### config.mk
export PLATFORM = sky130hd
export DESIGN_NAME = rd53_pix_tot_digitizer
export DESIGN_NICKNAME = d
export VERILOG_FILES = /design/src/rtl/rd53_pix_tot_digitizer.sv
export SDC_FILE = /design/constraint.sdc
export NUM_CORES = 1
export LEC_CHECK = 0
export CAP_MARGIN = 20
export CELL_PAD_IN_SITES_DETAIL_PLACEMENT = 0
export CELL_PAD_IN_SITES_GLOBAL_PLACEMENT = 1
export CORE_ASPECT_RATIO = 0.6
export CORE_MARGIN = 2
export CORE_UTILIZATION = 39
export DETAILED_ROUTE_END_ITERATION = 16
export HOLD_SLACK_MARGIN = 0.1
export PLACE_DENSITY_LB_ADDON = 0.25
export SLEW_MARGIN = 20
export SYNTH_ARGS = -nofsm -noshare
export SYNTH_HDL_FRONTEND = slang
export SYNTH_SLANG_ARGS = --single-unit
export TNS_END_PERCENT = 1
### constraint.sdc
create_clock -name CLK -period 1.8 [get_ports CLK]
set_clock_uncertainty 0.05 [all_clocks]
set_input_delay 0.18 -clock CLK [delete_from_list [all_inputs] [get_ports CLK]]
set_output_delay 0.18 -clock CLK [all_outputs]
set_load 0.02 [all_outputs]
### src/rtl/rd53_pix_tot_digitizer.sv
// Pixel ToT digitiser: synchronises HIT, measures time-over-threshold,
// tags each hit with its BCID and buffers {TOA, TOT} words for readout.
module rd53_pix_tot_digitizer #(
    parameter int TOT_W       = 4,
    parameter int TOA_W       = 8,
    parameter int SYNC_STAGES = 2,
    parameter int FIFO_DEPTH  = 2
) (
    input  logic             CLK,
    input  logic             RST,
    input  logic             HIT,
    input  logic             MASK,
    input  logic [TOA_W-1:0] BCID,
    output logic             HIT_OR,
    output logic [TOT_W-1:0] TOT_DATA,
    output logic [TOA_W-1:0] TOA_DATA,
    output logic             TOT_VALID,
    input  logic             TOT_READY,
    output logic [7:0]       OVF_CNT,
    output logic             BUSY
);

    localparam int AW = $clog2(FIFO_DEPTH);
    localparam int WW = TOA_W + TOT_W;
    localparam logic [TOT_W-1:0] TOT_MAX = '1;
    localparam logic [TOT_W-1:0] TOT_PRE = TOT_MAX - 1'b1;
    localparam logic [AW:0] DEPTH_C = (AW+1)'(FIFO_DEPTH);

    typedef enum logic [1:0] {
        IDLE,
        COUNT,
        SAT
    } state_t;

    logic [SYNC_STAGES-1:0] sync_q;
    logic [SYNC_STAGES-1:0] real_q;
    logic h_s;
    logic h_m;
    logic h_d;
    logic armed;

    state_t state;
    logic [TOT_W-1:0] cnt;
    logic [TOA_W-1:0] toa;
    logic push_q;
    logic [WW-1:0] push_w;

    logic [WW-1:0] mem [FIFO_DEPTH];
    logic [AW-1:0] wr_ptr;
    logic [AW-1:0] rd_ptr;
    logic [AW:0] count;
    logic full;
    logic pop;
    logic wr_en;

    assign h_s = sync_q[SYNC_STAGES-1];
    assign h_m = h_s & ~MASK;

    // real_q marks genuine HIT samples, so a level already high out of reset is
    // ignored until a true low has been seen.
    always_ff @(posedge CLK) begin
        if (RST) begin
            sync_q <= '0;
            real_q <= '0;
            h_d    <= 1'b0;
            armed  <= 1'b0;
            HIT_OR <= 1'b0;
        end else begin
            sync_q <= {sync_q[SYNC_STAGES-2:0], HIT};
            real_q <= {real_q[SYNC_STAGES-2:0], 1'b1};
            h_d    <= h_m;
            HIT_OR <= h_m;
            if (real_q[SYNC_STAGES-1] & ~h_s)
                armed <= 1'b1;
        end
    end

    always_ff @(posedge CLK) begin
        if (RST) begin
            state  <= IDLE;
            cnt    <= '0;
            toa    <= '0;
            push_q <= 1'b0;
            push_w <= '0;
            BUSY   <= 1'b0;
        end else begin
            push_q <= 1'b0;
            unique case (state)
                IDLE: begin
                    if (h_m & ~h_d & armed) begin
                        cnt   <= TOT_W'(1);
                        toa   <= BCID;
                        state <= (TOT_W == 1) ? SAT : COUNT;
                        BUSY  <= 1'b1;
                    end
                end
                COUNT: begin
                    if (h_m) begin
                        cnt <= cnt + 1'b1;
                        if (cnt == TOT_PRE)
                            state <= SAT;
                    end else begin
                        push_q <= 1'b1;
                        push_w <= {toa, cnt};
                        state  <= IDLE;
                        BUSY   <= 1'b0;
                    end
                end
                SAT: begin
                    if (!h_m) begin
                        push_q <= 1'b1;
                        push_w <= {toa, TOT_MAX};
                        state  <= IDLE;
                        BUSY   <= 1'b0;
                    end
                end
                default: begin
                    state <= IDLE;
                    BUSY  <= 1'b0;
                end
            endcase
        end
    end

    assign full      = (count == DEPTH_C);
    assign TOT_VALID = (count != '0);
    assign pop       = TOT_VALID & TOT_READY;
    // A pop in the same cycle frees the slot, so a full buffer still accepts.
    assign wr_en     = push_q & (~full | pop);
    assign {TOA_DATA, TOT_DATA} = mem[rd_ptr];

    always_ff @(posedge CLK) begin
        if (RST) begin
            for (int i = 0; i < FIFO_DEPTH; i++)
                mem[i] <= '0;
            wr_ptr  <= '0;
            rd_ptr  <= '0;
            count   <= '0;
            OVF_CNT <= '0;
        end else begin
            if (wr_en) begin
                mem[wr_ptr] <= push_w;
                wr_ptr      <= wr_ptr + 1'b1;
            end
            if (pop)
                rd_ptr <= rd_ptr + 1'b1;
            if (wr_en & ~pop)
                count <= count + 1'b1;
            else if (~wr_en & pop)
                count <= count - 1'b1;
            if (push_q & ~wr_en & (OVF_CNT != 8'hFF))
                OVF_CNT <= OVF_CNT + 1'b1;
        end
    end

endmodule

**Signal metal coverage by tile**

24 x 15 tiles, from dark blue (low) to red (high), scaled to the fullest tile. Values are wire area over tile area, all layers added.
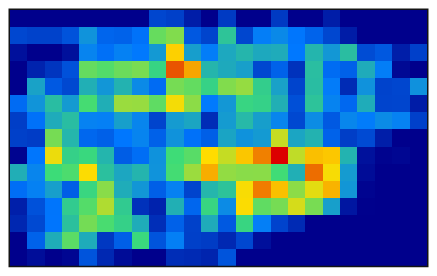
- mean over tiles: 0.12
- fullest tile: 0.45
- densest ninth of the die: centre
- nearly empty tiles: 22%
- emptiest ninth of the die: lower right
Via Count: 2,307
final wirelength: 6.65 mm

**Power grid**

The bar under the picture is 20 um long. Pins as bars on the die edge. Tap cells in grey.
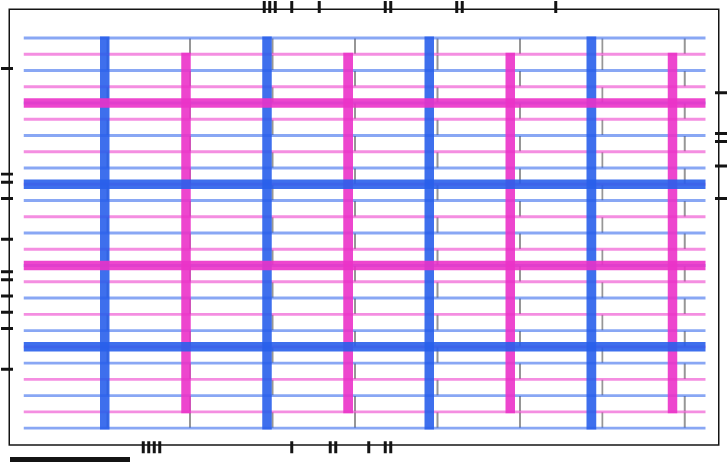
- VDD: magenta
- VSS: blue
- met5 straps: 4
- rows: 24

**Cell classes on the final placement**

Fill, decap, tap and diode cells in grey.
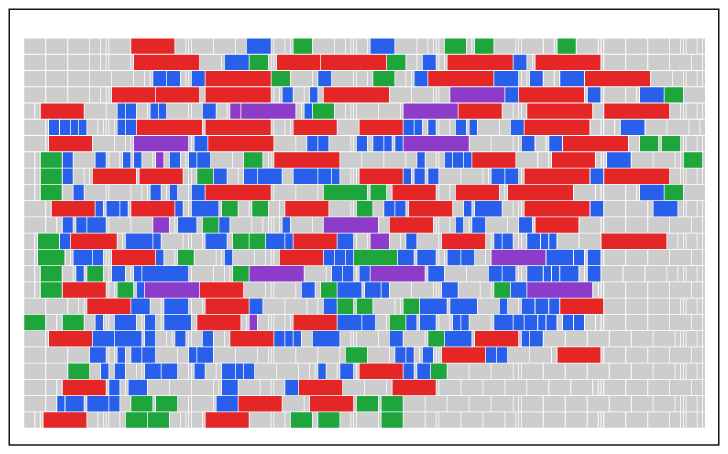
- other buffers and delay cells: green (cells 57; share of their area 14%)
- flip-flops: red (cells 71; share of their area 43%)
- all other logic: blue (cells 217; share of their area 35%)
- clock drivers and dummy loads: purple (cells 16; share of their area 8.1%)
fraction of area in registers: 41.7%
area of the placeable core: 7450 sq um
summed area of non-filler cells in the final layout: 3990 sq um

**Nets reached from selected ports**

The bar under the picture is 20 um long.
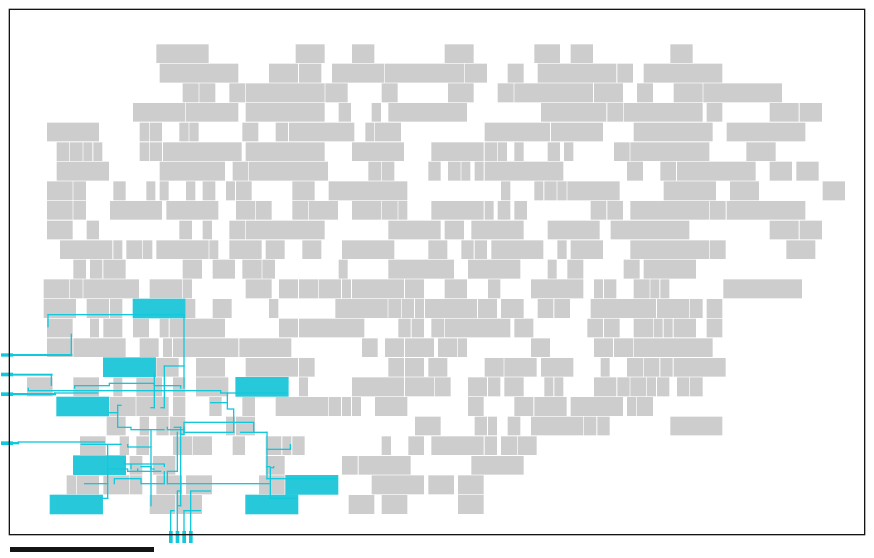
- OVF_CNT: cyan (direction output; end cells 8; buffers 8; wire 333 um)
top-level I/O count: 36
count of input and output buffers: 35

==> results.tsv <==
stage	metric	value	unit
cells_and_area	clkbuf_count	10	
synthesis	synth_cells	301	
floorplanning	tapCellCount	104	
min_path	hold_end	sync_q[0]	
critical_path	buffers_plus_inverters_on_the_worst_setup_path	2	
grt	grt_start_max_net_pins	37	
clocking	cts_num_sinks	71	
critical_path	setup.worst_path.end_class	output port	
clocking	cts-root-buf	clkbuf_16	
cells_and_area	signal_buffer_area_fraction	13.2	%
synthesis	syn_area_per_cell	10.2	sq um
clocking	post-cts-setup-buffer-count	0	
cells_and_area	clockNetworkAreaShare	7.87	%
synthesis	post_synth_ao_oa_area_fraction	11.4	%
sta	grt_setup_unrepaired	no	
clocking	cts_buf_count	9	
sta	fin_hold_ws	367	ps
placed_design	post-dp-hpwl	4.69	mm
power	totalPowerFinal	0.00396	W
cells_and_area	final_nets	376	
power	netSwitchingPower	0.000863	W
cells_and_area	combAreaFraction	33.2	%
drt	wl_met1	3.41	mm
critical_path	setup.worst_path.class	flop to output port	
synthesis	distinct_cells_synth	45	
critical_path	timing.critical_path.slowest_stage_cell	dfxtp_1	
sta	setup_slack	74.0	ps
clocking	tritoncts	done	
power	maxPowerGroup	clock	
synthesis	yosys-mux-area-fraction	5.10	%
cells_and_area	max_flop_register	mem	
power	vdd.ir_drop.worst	0.552	mV
outcome	run_status	finished clean	
cells_and_area	num_antenna_cells	0	
synthesis	synth-seq-cells	71	
grt	antenna_found_initial	0	
synthesis	floorplan.nets	321	
synthesis	topCombFamilyByArea	simple AND/OR/NAND/NOR gates	
critical_path	cpLargestDelayFamily	buffers and inverters	
cells_and_area	num-fill-cells	699	
power	leakagePower	1.54	nW
power	power_report.internal_total	0.00310	W
grt	global_route.usage.met2	24.9	%
critical_path	worstReg2RegStart	count[0]	
sta	setup_viol	0	
critical_path	critical_path_required	1570	ps
drt	drt-vias-per-instance	4.96	
Power figures rest on the tool's default switching activity, not on a simulated workload.
